Congestion heat map:
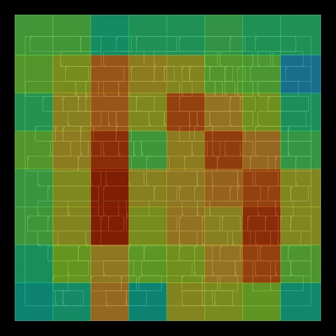
Met1 routing:
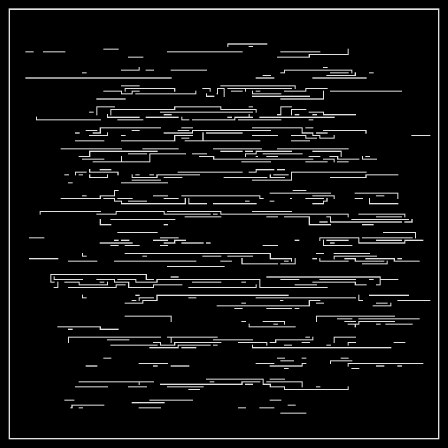
Metal 2:
Bar = 20 um.
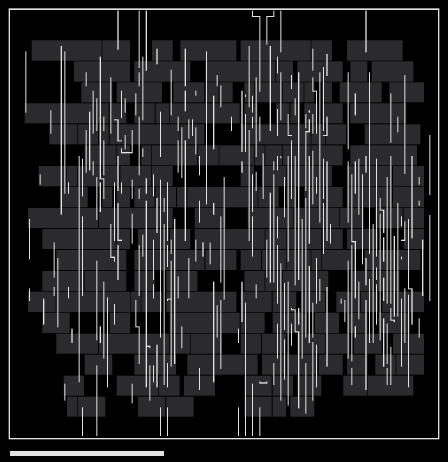
**src/rtl/hazard_pkg.sv**
```systemverilog
// Shared definitions for the pipeline hazard controller: FSM state encoding and
// ALU operand forwarding select codes.
package hazard_pkg;

    typedef enum logic [1:0] {
        ST_RUN        = 2'd0,
        ST_LOAD_STALL = 2'd1,
        ST_FLUSH      = 2'd2,
        ST_FREEZE     = 2'd3
    } state_e;

    localparam logic [1:0] FWD_RF = 2'b00;
    localparam logic [1:0] FWD_EX = 2'b01;
    localparam logic [1:0] FWD_WB = 2'b10;

    // Flush countdown width; FLUSH_CYCLES is at most 4, so the reload value is at most 3.
    localparam int CNT_W = 2;

endpackage

```
**src/rtl/hazard_controller_fwd_select.sv**
```systemverilog
// Per-operand forwarding select: compares one ID source register against the
// in-flight EX and WB destinations. EX wins over WB; x0 is never forwarded.
module fwd_select
    import hazard_pkg::*;
(
    input  logic       use_rs_i,
    input  logic [4:0] rs_i,
    input  logic       ex_v_i,
    input  logic       ex_we_i,
    input  logic [4:0] ex_rd_i,
    input  logic       wb_v_i,
    input  logic       wb_we_i,
    input  logic [4:0] wb_rd_i,
    output logic [1:0] sel_o
);

    always_comb begin
        sel_o = FWD_RF;
        if (use_rs_i && (rs_i != 5'd0)) begin
            if (ex_v_i && ex_we_i && (ex_rd_i == rs_i)) begin
                sel_o = FWD_EX;
            end else if (wb_v_i && wb_we_i && (wb_rd_i == rs_i)) begin
                sel_o = FWD_WB;
            end
        end
    end

endmodule

```
**src/rtl/hazard_controller.sv**
```systemverilog
// Pipeline hazard controller: EX/WB destination tracking, operand forwarding,
// load-use stall, redirect flush and memory freeze. Optional perf counters: HAZARD_PERF_EN.
module hazard_controller
    import hazard_pkg::*;
#(
    parameter int FLUSH_CYCLES = 2,
    parameter int PERF_W       = 32
) (
    input  logic              clk,
    input  logic              rst,
    input  logic              id_valid,
    input  logic [4:0]        id_rs1,
    input  logic [4:0]        id_rs2,
    input  logic              id_use_rs1,
    input  logic              id_use_rs2,
    input  logic [4:0]        id_rd,
    input  logic              id_reg_we,
    input  logic              id_is_load,
    input  logic              ex_redirect,
    input  logic              mem_busy,
    output logic              stall_pipe,
    output logic              stall_front,
    output logic              bubble_ex,
    output logic              flush_id,
    output logic [1:0]        fwd_a_sel,
    output logic [1:0]        fwd_b_sel,
    output logic [1:0]        ctrl_state
`ifdef HAZARD_PERF_EN
    ,
    output logic [PERF_W-1:0] perf_load_stalls,
    output logic [PERF_W-1:0] perf_flush_cycles,
    output logic [PERF_W-1:0] perf_freeze_cycles
`endif
);

    localparam logic [CNT_W-1:0] FLUSH_RELOAD  = CNT_W'(FLUSH_CYCLES - 1);
    localparam state_e           REDIRECT_NEXT = (FLUSH_CYCLES > 1) ? ST_FLUSH : ST_RUN;

    state_e           state_q, state_d;
    logic [CNT_W-1:0] cnt_q, cnt_d;

    logic       ex_v_q, ex_we_q, ex_ld_q;
    logic [4:0] ex_rd_q;
    logic       wb_v_q, wb_we_q;
    logic [4:0] wb_rd_q;
    logic       load_hazard;

    fwd_select u_fwd_a (
        .use_rs_i (id_use_rs1),
        .rs_i     (id_rs1),
        .ex_v_i   (ex_v_q),
        .ex_we_i  (ex_we_q),
        .ex_rd_i  (ex_rd_q),
        .wb_v_i   (wb_v_q),
        .wb_we_i  (wb_we_q),
        .wb_rd_i  (wb_rd_q),
        .sel_o    (fwd_a_sel)
    );

    fwd_select u_fwd_b (
        .use_rs_i (id_use_rs2),
        .rs_i     (id_rs2),
        .ex_v_i   (ex_v_q),
        .ex_we_i  (ex_we_q),
        .ex_rd_i  (ex_rd_q),
        .wb_v_i   (wb_v_q),
        .wb_we_i  (wb_we_q),
        .wb_rd_i  (wb_rd_q),
        .sel_o    (fwd_b_sel)
    );

    assign load_hazard = id_valid && ex_v_q && ex_ld_q && ex_we_q && (ex_rd_q != 5'd0) &&
                         ((id_use_rs1 && (id_rs1 == ex_rd_q)) ||
                          (id_use_rs2 && (id_rs2 == ex_rd_q)));

    // RUN, LOAD_STALL and a released FREEZE all evaluate events identically; only
    // FLUSH differs. stall_pipe is only raised alone, so it masks the other enables.
    always_comb begin
        state_d     = state_q;
        cnt_d       = cnt_q;
        stall_pipe  = 1'b0;
        stall_front = 1'b0;
        bubble_ex   = 1'b0;
        flush_id    = 1'b0;
        if (mem_busy) begin
            stall_pipe = 1'b1;
            state_d    = ST_FREEZE;
        end else if (ex_redirect) begin
            flush_id  = 1'b1;
            bubble_ex = 1'b1;
            cnt_d     = FLUSH_RELOAD;
            state_d   = REDIRECT_NEXT;
        end else if (state_q == ST_FLUSH) begin
            flush_id  = 1'b1;
            bubble_ex = 1'b1;
            cnt_d     = cnt_q - CNT_W'(1);
            state_d   = (cnt_q == CNT_W'(1)) ? ST_RUN : ST_FLUSH;
        end else if (load_hazard) begin
            stall_front = 1'b1;
            bubble_ex   = 1'b1;
            state_d     = ST_LOAD_STALL;
        end else begin
            state_d = ST_RUN;
        end
    end

    always_ff @(posedge clk or posedge rst) begin
        if (rst) begin
            state_q <= ST_RUN;
            cnt_q   <= '0;
        end else begin
            state_q <= state_d;
            cnt_q   <= cnt_d;
        end
    end

    assign ctrl_state = state_q;

    always_ff @(posedge clk or posedge rst) begin
        if (rst) begin
            ex_v_q  <= 1'b0;
            ex_rd_q <= '0;
            ex_we_q <= 1'b0;
            ex_ld_q <= 1'b0;
            wb_v_q  <= 1'b0;
            wb_rd_q <= '0;
            wb_we_q <= 1'b0;
        end else if (!stall_pipe) begin
            wb_v_q  <= ex_v_q;
            wb_rd_q <= ex_rd_q;
            wb_we_q <= ex_we_q;
            if (bubble_ex) begin
                ex_v_q <= 1'b0;
            end else begin
                ex_v_q  <= id_valid;
                ex_rd_q <= id_rd;
                ex_we_q <= id_reg_we & id_valid;
                ex_ld_q <= id_is_load & id_valid;
            end
        end
    end

`ifdef HAZARD_PERF_EN
    logic [PERF_W-1:0] perf_ld_q, perf_fl_q, perf_fz_q;

    // Saturating event counters.
    always_ff @(posedge clk or posedge rst) begin
        if (rst) begin
            perf_ld_q <= '0;
            perf_fl_q <= '0;
            perf_fz_q <= '0;
        end else begin
            if (stall_front && (perf_ld_q != '1)) perf_ld_q <= perf_ld_q + PERF_W'(1);
            if (flush_id && (perf_fl_q != '1))    perf_fl_q <= perf_fl_q + PERF_W'(1);
            if (stall_pipe && (perf_fz_q != '1))  perf_fz_q <= perf_fz_q + PERF_W'(1);
        end
    end

    assign perf_load_stalls   = perf_ld_q;
    assign perf_flush_cycles  = perf_fl_q;
    assign perf_freeze_cycles = perf_fz_q;
`else
    // Performance counters are not built in this configuration.
`endif

endmodule
```
**config.mk**
```make
export PLATFORM = sky130hd
export DESIGN_NAME = hazard_controller
export DESIGN_NICKNAME = d
export VERILOG_FILES = /design/src/rtl/hazard_pkg.sv /design/src/rtl/hazard_controller_fwd_select.sv /design/src/rtl/hazard_controller.sv
export SDC_FILE = /design/constraint.sdc
export NUM_CORES = 1
export LEC_CHECK = 0
export CORE_MARGIN = 1.5
export CORE_UTILIZATION = 40
export CTS_CLUSTER_DIAMETER = 120
export DETAILED_ROUTE_END_ITERATION = 10
export GPL_ROUTABILITY_DRIVEN = 0
export PLACE_DENSITY_LB_ADDON = 0.15
export SLEW_MARGIN = 20
export SYNTH_ARGS = -nofsm -noshare
export SYNTH_HDL_FRONTEND = slang
export SYNTH_SLANG_ARGS = --single-unit
```
**constraint.sdc**
```tcl
create_clock -name clk -period 1.9 [get_ports clk]
set_clock_uncertainty 0.15 [all_clocks]
set_input_delay 0.475 -clock clk [delete_from_list [all_inputs] [get_ports clk]]
set_output_delay 0.475 -clock clk [all_outputs]
set_load 0.05 [all_outputs]
```
==> ds_physical_params.txt <==
Table: implementation figures

Parameter                              Value

Clocking
  CTS tree    done
  Clock tree sinks    19
  Clock buffer count from CTS    3
  Root buf cell    sky130_fd_sc_hd__clkbuf_4
  Post-CTS setup buffer count    2
  Insertion delay of the later-clocked pin in the worst-skew pair    0.30 ns

Setup path
  Crit. End Element    output port
  Worst path arrival time    roughly 1.8 ns
  Stages on the worst setup path    6
  Launching point of the worst reg2reg path    ex_rd_q[1]
  Reg2reg end    ex_rd_q[3]

Layout
  Layout cell share with drive strength beyond 1    51.1%
  Diode count    0
  Post-layout net count    200
  Combinational gate area    approximately 800 sq um
  Synthesis-to-layout area growth    79.3%

Synthesis
  Area fraction of the dominant cell type after synthesis    43.0%
  Number of different library cells in the post-synthesis netlist    26
  Yosys aoi share    under 10%
  Synthesized net count    135
  Mean Syn Cell Area    10.1 sq um
  Simple Share, Synth    between 10% and 20%
  Instance tally after logic synthesis    around 110
  Fraction of synthesized cell area in xor and xnor cells    15.8%
  Number of warnings issued by yosys    0
  Top cells by area, synth    sky130_fd_sc_hd__dfrtp_1, sky130_fd_sc_hd__mux2_2, sky130_fd_sc_hd__xor2_1

Place
  Post-Place Cell Area    between 0.0015 and 0.002 sq mm
  Detailed-placement wirelength estimate    2370 um

STA
  Hold violation count in the final report    0
  Hold WS    between 0.3 and 0.4 ns
  Period utilisation layout    127%
  Worst-case setup margin in the final layout    -0.519 ns
  Final-report setup violation count    14
  Slew Limit Fails    0

GRT
  GR met1 Demand/Resource    30.0%
  Antenna violations before repair    0
  Residual overflow from global routing    0
  Largest net degree at the start of global routing    20

Status
  Violated checks    negative setup slack
  Status    finished with violations

Power and ir drop
  Power in sequential cells    551 uW
  Portion of total power attributed to sequential cells    41.7%
  Internal power component    867 uW

Floorplanning
  Site row count    18
Notes on 'congestion heat map' above:
core utilization of the finished layout: 77.9%
met3 Use GR: 2.79%
global router's overall resource usage: 22.7%
routed length per placed instance: 15.6 um

Notes on 'met1 routing' above:
nets with wire on the layer: 176
share of all routed wire: 44%
longest straight run: 18.9 um

Notes on 'metal 2' above:
main direction: vertical
share of all routed wire: 50%
longest straight run: 29.2 um
wire length on this layer: 1610 um
nets with wire on the layer: 182
Total Routed Length: 3190 um
routed via count: 1064
met2 Track Usage GR: 37.8%

Power and IR drop assume default switching activity.
